<file path="src/rtl/servo_pwm_multi.sv">
// Multi-channel servo PWM generator: one shared frame counter, per-channel clamped widths.
// Optional slew limiter enabled by defining SERVO_PWM_SLEW_EN; default build loads targets directly.
module servo_pwm_multi #(
    parameter int unsigned CLK_HZ    = 50_000_000,
    parameter int unsigned FRAME_HZ  = 50,
    parameter int unsigned CHANNELS  = 4,
    parameter int unsigned CNT_W     = 20,
    parameter int unsigned W_MIN     = 50_000,
    parameter int unsigned W_MAX     = 100_000,
    parameter int unsigned RESET_W   = 75_000,
    parameter int unsigned SLEW_STEP = 1_000,
    localparam int unsigned CH_W     = (CHANNELS > 1) ? $clog2(CHANNELS) : 1
) (
    input  logic                clk,
    input  logic                rst,
    input  logic                wr_valid,
    input  logic [CH_W-1:0]     wr_ch,
    input  logic [CNT_W-1:0]    wr_width,
    output logic                wr_ready,
    output logic [CHANNELS-1:0] pwm,
    output logic                frame_start,
    output logic                busy
);

    localparam int unsigned      FRAME_LEN = CLK_HZ / FRAME_HZ;
    localparam int unsigned      SUM_W     = CNT_W + 1;
    localparam logic [CNT_W-1:0] LAST_CNT  = CNT_W'(FRAME_LEN - 1);
    localparam logic [CNT_W-1:0] WMIN_C    = CNT_W'(W_MIN);
    localparam logic [CNT_W-1:0] WMAX_C    = CNT_W'(W_MAX);
    localparam logic [CNT_W-1:0] RESET_C   = CNT_W'(RESET_W);

`ifdef SERVO_PWM_SLEW_EN
    localparam bit SLEW_ON = 1'b1;
`else
    localparam bit SLEW_ON = 1'b0;
`endif

    // Without slew the step is unbounded, so every frame load lands straight on the target.
    localparam logic [CNT_W:0] STEP = SLEW_ON ? SUM_W'(SLEW_STEP) : '1;

    logic [CNT_W-1:0]    cnt_q, cnt_d;
    logic [CNT_W-1:0]    tgt_q [CHANNELS];
    logic [CNT_W-1:0]    tgt_d [CHANNELS];
    logic [CNT_W-1:0]    cur_q [CHANNELS];
    logic [CNT_W-1:0]    cur_d [CHANNELS];
    logic [CHANNELS-1:0] pwm_q, pwm_d;
    logic                wr_ready_q, frame_start_q, busy_q, busy_d;
    logic                load, wr_fire;
    logic [CNT_W-1:0]    wr_clamped;

    function automatic logic [CNT_W-1:0] clamp_width(input logic [CNT_W-1:0] w);
        if (w < WMIN_C) return WMIN_C;
        if (w > WMAX_C) return WMAX_C;
        return w;
    endfunction

    // Differences are taken one bit wider so no step can wrap past the target.
    function automatic logic [CNT_W-1:0] slew_next(input logic [CNT_W-1:0] cur,
                                                   input logic [CNT_W-1:0] tgt);
        logic [CNT_W:0] c, t;
        c = {1'b0, cur};
        t = {1'b0, tgt};
        if (t > c) return (t - c > STEP) ? CNT_W'(c + STEP) : tgt;
        return (c - t > STEP) ? CNT_W'(c - STEP) : tgt;
    endfunction

    always_comb begin
        // NOTE: every combinational output gets a default first, so no path can infer a latch.
        cnt_d      = (cnt_q == LAST_CNT) ? '0 : cnt_q + CNT_W'(1);
        load       = (cnt_q == LAST_CNT);
        wr_fire    = wr_valid && wr_ready_q;
        wr_clamped = clamp_width(wr_width);
        pwm_d      = '0;
        busy_d     = 1'b0;
        for (int i = 0; i < CHANNELS; i++) begin
            tgt_d[i] = tgt_q[i];
            if (wr_fire && (int'(wr_ch) == i)) tgt_d[i] = wr_clamped;
            cur_d[i] = load ? slew_next(cur_q[i], tgt_q[i]) : cur_q[i];
            // Outputs are computed from next-state so the registered pwm lines up with cnt.
            pwm_d[i] = (cnt_d < cur_d[i]);
            busy_d   = busy_d | (cur_d[i] != tgt_d[i]);
        end
    end

    always_ff @(posedge clk) begin
        if (rst) begin
            // NOTE: sequential state uses non-blocking assignments so every flop samples pre-edge values.
            cnt_q         <= LAST_CNT;
            wr_ready_q    <= 1'b0;
            frame_start_q <= 1'b0;
            busy_q        <= 1'b0;
            pwm_q         <= '0;
            // NOTE: tgt/cur are a few flops per channel, not a RAM, so they reset like any register.
            for (int i = 0; i < CHANNELS; i++) begin
                tgt_q[i] <= RESET_C;
                cur_q[i] <= RESET_C;
            end
        end else begin
            cnt_q         <= cnt_d;
            wr_ready_q    <= (cnt_d != LAST_CNT);
            frame_start_q <= (cnt_d == '0);
            busy_q        <= busy_d;
            pwm_q         <= pwm_d;
            for (int i = 0; i < CHANNELS; i++) begin
                tgt_q[i] <= tgt_d[i];
                cur_q[i] <= cur_d[i];
            end
        end
    end

    assign wr_ready    = wr_ready_q;
    assign pwm         = pwm_q;
    assign frame_start = frame_start_q;
    assign busy        = busy_q;

endmodule

</file>
<file path="config.mk">
export PLATFORM = sky130hd
export DESIGN_NAME = servo_pwm_multi
export DESIGN_NICKNAME = d
export VERILOG_FILES = /design/src/rtl/servo_pwm_multi.sv
export SDC_FILE = /design/constraint.sdc
export NUM_CORES = 1
export LEC_CHECK = 0
export CAP_MARGIN = 20
export CORE_MARGIN = 2
export CORE_UTILIZATION = 55
export CTS_BUF_LIST = sky130_fd_sc_hd__clkbuf_4
export DETAILED_ROUTE_END_ITERATION = 12
export PLACE_DENSITY = 0.72
export SYNTH_ARGS = -nofsm -noshare
export SYNTH_HDL_FRONTEND = slang
export SYNTH_SLANG_ARGS = --single-unit
</file>
<file path="constraint.sdc">
create_clock -name clk -period 10.6 [get_ports clk]
set_clock_uncertainty 0.1 [all_clocks]
set_input_delay 2.12 -clock clk [delete_from_list [all_inputs] [get_ports clk]]
set_output_delay 2.12 -clock clk [all_outputs]
set_load 0.01 [all_outputs]
</file>
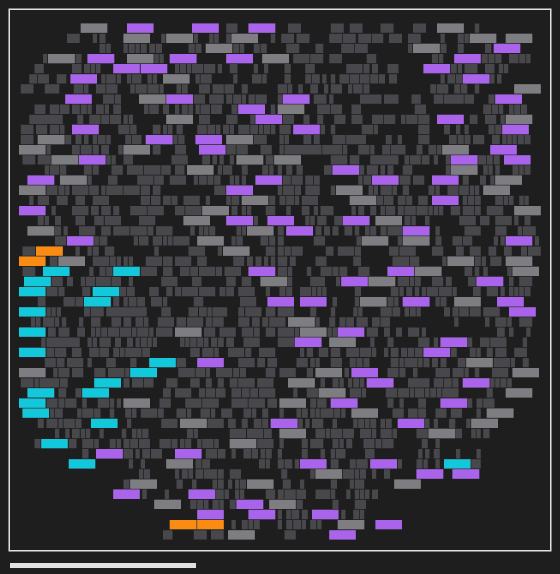
Fig. 1. Where the registers sit (run 1).
The bar under the picture is 50 µm long. Other sequential cells in the stronger gray, the rest of the logic in the fainter gray.
Key: cyan = cnt_q [placed flops 20]; purple = tgt_q [placed flops 80, where spread over the die]; orange = pwm [placed flops 4]
Another 83 sequential cells are not colored.

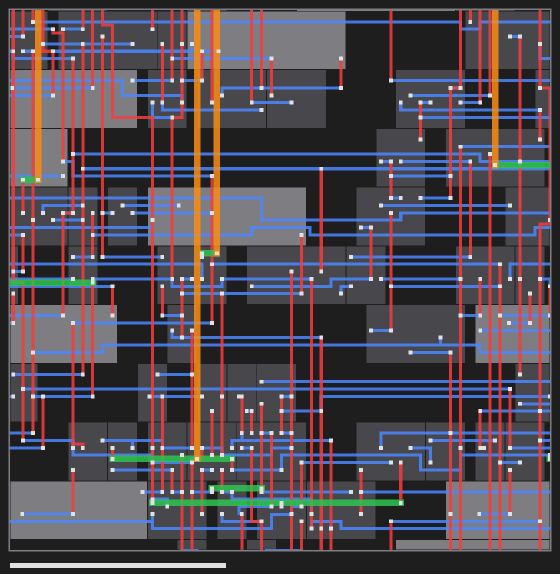
Fig. 2. Close-up of the layout (run 1).
The bar under the picture is 10 µm long. Window x 24 to 49, y 24 to 49 µm. Cells in gray, sequential cells in the stronger gray; small squares are vias.
Key: green = met3; red = met2; blue = met1; orange = met4
Most frequent: nor2_1 (10), dfxtp_1 (6). Sequential cells in the window: 6. Netlist names of flops here include cnt_q (3), tgt_q (2). 48 logic cells have their middle in the window.

==> notes.md, run 1 <==
Latest figures from synthesis and place and route.

The run finished with clean final reports. Counting the fill cells in the layout gives 1794. The count of unresolved DRC violations after routing is 0. Of the total power, the share spent switching nets is 46.3%. Among all flip-flop cells after synthesis, the most frequent one is sky130_fd_sc_hd__dfxtp_1.

The synthesized design contains 187 register bits. The wire-length estimate of the detail-placed layout is 23300 µm. For this run, combinational gates with multiple inputs come to 1006.

The total die size is 0.0210 mm². After detailed routing, the met3 layer carries 2770 µm of wire. The most critical hold endpoint after final layout shows a slack of 0.395 ns. The OpenROAD report gives the critical path a data arrival time of 5.90 ns. The finished cells cover 0.0117 mm². The TritonCTS buffer count is 17. The stage logs contain a warning count of 26. The critical path crosses 10 cells after its start point. The number of antenna repair diodes is 1. The completed layout was analyzed and its total power is 0.00244 W. Before placement the cells fill 56.1% of the core. The fraction of the cycle the final worst path needs is 52.1%. The flop-to-flop setup slack is 5.96 ns. The final timing report derives a shortest allowable period of 5.52 ns.

In this run the remaining antenna-violating nets after routing total 0. The power report puts the leakage power at 4.89 nW. The final weighted congestion in routability-driven placement is 0.933. The mux cell area share after synthesis is 0.103%.

The slowest stage of the critical path is the sky130_fd_sc_hd__nand2_1 cell. For this design, the sink count on the clock tree is 187. By count the netlist is led by sky130_fd_sc_hd__dfxtp_1 (187), sky130_fd_sc_hd__nor2_1 (177), sky130_fd_sc_hd__a21oi_1 (132). The cell-mix breakdown from Yosys lists the compound-gate area share as 21.4%. The worst-case max-slew headroom was logged as 37.8%. The footprint of the multi-input gates is 0.00643 mm². Sequential cells account for 31.8% of the total power. The met2 routed wirelength is 14700 µm.

The clock root buffer is sky130_fd_sc_hd__clkbuf_4. Per the Yosys statistics, synthesis produced 1386 cells. Detailed-route iteration 0 reported a violation count of 1021. The initialized floorplan defines 51 standard-cell rows.

The reported combinational group power is 0.00126 W. For reference, the top cells by area after synthesis are sky130_fd_sc_hd__dfxtp_1 (34%), sky130_fd_sc_hd__ha_1 (8.8%), sky130_fd_sc_hd__nor2_1 (6.1%). After Yosys synthesis, full adders, half adders and majority gates account for 8.82% of the synthesized area. Yosys reported that registers with async set or reset make up 0%. The first detailed-routing pass took 6 iterations. The most frequently used cell type in the post-synthesis netlist is sky130_fd_sc_hd__dfxtp_1. The multi-input gate share of the layout cell area is 55.1%.

In this run the tool buffered the top-level ports with 31 buffer cells. The core region is 0.0195 mm². According to the I/O placement log, the pin count is 32. In this run the critical register-to-register path is captured at pwm[1]. The maximum vdd drop is 0.238 mV.

The maximum buffer depth of the clock tree is 2. The top cell type by total area after synthesis is sky130_fd_sc_hd__dfxtp_1. The max capacitance violation total is 0. The inverter tally of the final layout excluding the clock network is 109. The post-cts hold buffer count is 0.

Per the area breakdown, the dominant cell category is combinational gates. There are 187 flip-flops and latches. In the global route stage, overall resource usage came out at 31.1%. The flow reports power dissipated in sequential cells as 0.000778 W. The top contributor to total power is combinational cells. The tightest min-delay check is of the flop to flop type. The cell depth of the worst flop-to-flop path is 16.

For this design the total switching power over the nets is 0.00113 W. The cell sequence reported for the critical path is clkdlybuf4s50_1, nor4_1, o211ai_2, nand2_1, nor3_1, or3_1, a2111o_1, or4_1, nor4_2, a41oi_1. At the later pin of the worst-skew pair, clock insertion delay measures 0.61 ns. The routed length on met1 is 14400 µm.

The clock network power is 0.000403 W. The number of global-route vias before repair is 9256. The number of vias per cell is 6.11.

The via count is 10.1k. From synthesis to final layout, the design area changed by 6.78%. For reference, the top logic cell family by area is simple AND/OR/NAND/NOR gates. Per the repair_timing log after CTS, setup buffers inserted total 0. Along the worst hold path, the cell count comes to 2.

The cell area reported after detailed placement is 0.0114 mm².
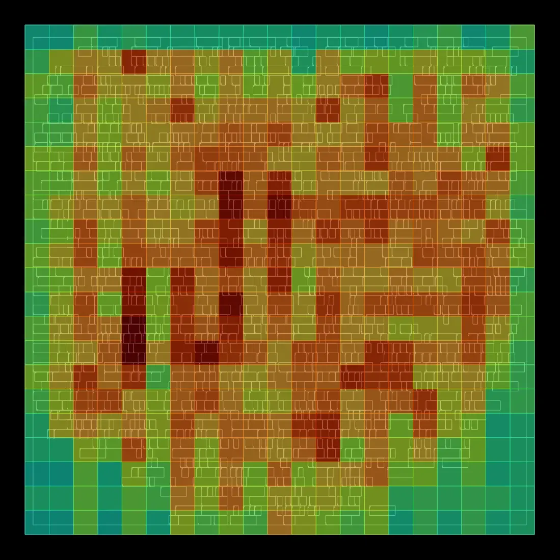
Fig. 3. Track usage over the die (run 1).
GR Util met1: 42.8%
met2 usage: 49.8%
routed wire length per instance: 19.8 µm

Fig. 4: run 1, I/O nets highlighted
The bar under the picture is 50 µm long.
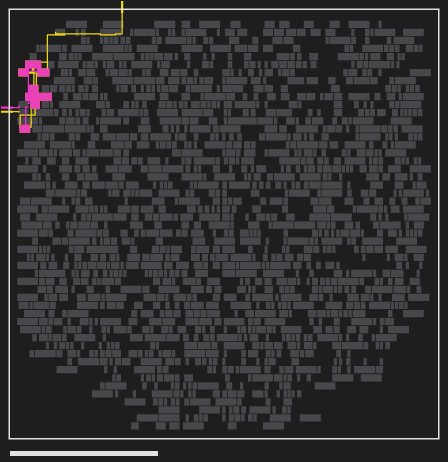

==> inputs of run 2 (changes only) <==
==> constraint.sdc (replaced) <==
create_clock -name clk -period 5.78 [get_ports clk]
set_clock_uncertainty 0.1 [all_clocks]
set_input_delay 1.156 -clock clk [delete_from_list [all_inputs] [get_ports clk]]
set_output_delay 1.156 -clock clk [all_outputs]
set_load 0.01 [all_outputs]
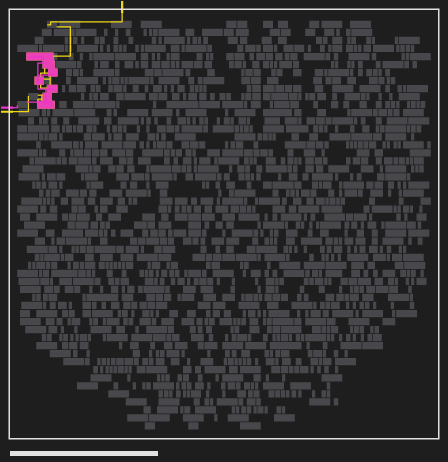
Fig. 5. I/O nets highlighted (run 2).
The bar under the picture is 50 µm long.
Key: yellow = wr_ch [bits 2, direction input, edge 1 top, 1 left, end cells 8, buffers 2, wire 121 µm]; magenta = wr_valid [bits 1, direction input, edge left, end cells 8, buffers 1, wire 47.2 µm]

==> run 2 against run 1 <==
Setup slack lost 3.9 ns; via count grew 1.9%; die size is the same; first-iteration DRC count grew 9.4%; global-route usage grew 0.086 points; register-to-register slack lost 4.8 ns; non-clock buffer count grew 9; sequential share of layout area shrank 0.32 points; largest power group unchanged.
==> notes.md, run 2 <==
Latest figures from synthesis and place and route.

The run finished with clean final reports. Per the detail_route report, DRC violations left total 0. The data arrival time of the critical path is 4.96 ns. STA classifies the critical path startpoint as a flop. Internal power comes to 0.00251 W. The total half-perimeter wirelength after legalization and detailed placement is 24400 µm. Before placement the cells fill 56.1% of the core.

The final route contains 10.3k vias. The number of fill cells is 1792. The area share of fa/ha/maj cells after synthesis is 8.82%. The post-synthesis share of cell area spent on and-or and or-and gates is 21.4%.

The global routing report lists met2 layer usage as 49.0%. The area growth from synthesis to layout is 7.85%. Counting pins that exceed their max-slew limit in the final report gives 0. The post-CTS setup buffer count is 0. Hold analysis shows the worst path with a depth of 2. The post-cts hold buffer count is 0. The inverter tally of the final layout excluding the clock network is 109. Net switching is 45.7% of the power.

The clock root buffer is sky130_fd_sc_hd__clkbuf_4. The top contributor to total power is combinational cells. The number of well taps is 265.

The number of placed I/O pins is 32. The final-layout non-clock buffer area share is 4.52%. The worst hold path class is flop to flop.

In this run the tools logged warnings totalling 26. The instance count on the critical path is 16. Before any placement, the netlist area is recorded as 0.0109 mm². The number of antenna repair diodes is 2. The routed design shows a via density per instance of 6.19.

The final weighted congestion in routability-driven placement is 0.941. The average wire per cell in the routed design is 20.1 µm. Leaving out buffers and inverters, the combinational logic in the layout accounts for 0.00643 mm². The routed length on met3 is 2760 µm. The main area contributors are sky130_fd_sc_hd__dfxtp_1 (34%), sky130_fd_sc_hd__ha_1 (8.8%), sky130_fd_sc_hd__nor2_1 (6.1%).

The fraction of the cycle the final worst path needs is 79.4%. The most numerous cell type found on the critical path is sky130_fd_sc_hd__a21o_1. In the final layout, multi-input gates take up 54.6% of the cell area. The final instance area is 0.0118 mm². The overall power is 0.00462 W. The TritonCTS buffer count is 17. Ranked by instance count, the synthesized netlist is headed by sky130_fd_sc_hd__dfxtp_1 (187), sky130_fd_sc_hd__nor2_1 (177), sky130_fd_sc_hd__a21oi_1 (132). Per the synth log, the flip-flop and latch total comes to 187. The start of the worst register-to-register path is cnt_q[0]. Yosys reports the multiplexer fraction of the synthesized area as 0.103%. Across all checked pins, the minimum headroom to the slew limit is 35.2%. The routed length on met1 is 14500 µm. Hold analysis lists the worst path endpoint as tgt_q[2][19]. Power attributed to the clock group is 0.000846 W. Global routing used 31.2% of the available tracks. The analysis attributes to net switching a power of 0.00211 W.

The number of nets with antenna violations after routing is 0. 1006 cells are multi-input combinational gates. The met2 routed wirelength is 14900 µm. For the worst flop-to-flop path, the logic depth is 16. The cell class ranked first by area is combinational gates. The yosys stat cell total is 1386. Sorting the synthesis cell report by count puts at the top sky130_fd_sc_hd__dfxtp_1. The highest achievable clock rate is 218 MHz. For reference, the critical path cell chain is ha_1, nand3_1, nor2_1, buf_4, nand2_4, a21oi_1, ha_1, a21o_1, a21o_1, a21o_1, a21o_1, a21o_1, a21o_1, a21oi_1, o31ai_1, a2111oi_0. Per the placement report, the placed cell count is 1628. Across the run, the number of max-cap violations was 0. After synthesis, the share of flip-flops with an asynchronous set or reset is 0%. The total die size is 0.0210 mm².

The reg-to-reg endpoint is pwm[1]. The wire length of the first global-routing pass is 51800 µm. The design has 187 sequential cells. The length of the first detailed-routing pass in iterations is 6. Looking at area per cell type in the netlist, the leader is sky130_fd_sc_hd__dfxtp_1. The placeable core area is 0.0195 mm². The layout report lists the combined flip-flop and latch area as 0.00374 mm². Summed over all combinational cells, the power is 0.00234 W. No sink is reached through more buffers than the 2 on the longest clock path. The number of different library cells in the post-synthesis netlist is 82.

The source-to-sink clock delay at the later pin of the worst-skew pair is 0.62 ns. Counting I/O delays and the setup requirement, the final critical path takes 4.59 ns. The number of port buffers is 31. The dominant synthesized flop cell is sky130_fd_sc_hd__dfxtp_1. In the global route stage, met3 resource usage came out at 5.47%. The violation tally from detailed-route iteration zero is 1117. The cell-mix breakdown from Yosys lists the simple-gate area share as 22.9%. The register fraction of the total cell area is 31.8%.

For reference, XOR and XNOR gates occupy 5.45% of the area reported after synthesis. The relative contribution of sequential cells to total power is 31.0%. The maximum vdd drop is 0.281 mV. The placement stage leaves a total instance area of 0.0114 mm².

The number of global-route vias before repair came to 9202. The global-route track usage on met1 is 42.8%. According to the floorplan log, the row count is 51. Among the non-sequential cells, simple AND/OR/NAND/NOR gates take the most area. Summed over all cells, the static leakage comes to 4.96 nW. The average cell area after synthesis is 7.88 µm². The number of sinks driven by the clock tree is 187. The timing report gives the worst reg2reg path a setup slack of 1.19 ns. The sequential power is 0.00143 W. The slowest library cell on the worst path is sky130_fd_sc_hd__dfxtp_1. The final hold slack is 0.398 ns.

For this run the aggregate overflow at the end of global routing stands at 0.
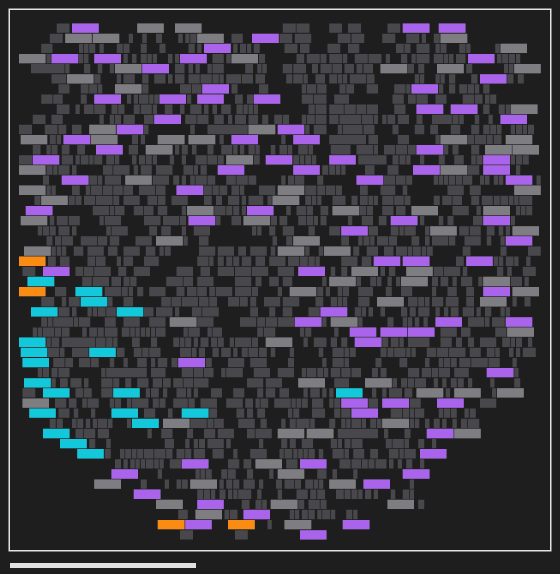
Fig. 6. Where the registers sit (run 2).
The bar under the picture is 50 µm long. Other sequential cells in the stronger gray, the rest of the logic in the fainter gray.
Key: orange = pwm [placed flops 4]; cyan = cnt_q [placed flops 20]; purple = tgt_q [placed flops 80, where spread over the die]

Power is estimated from default activity; no workload was simulated.
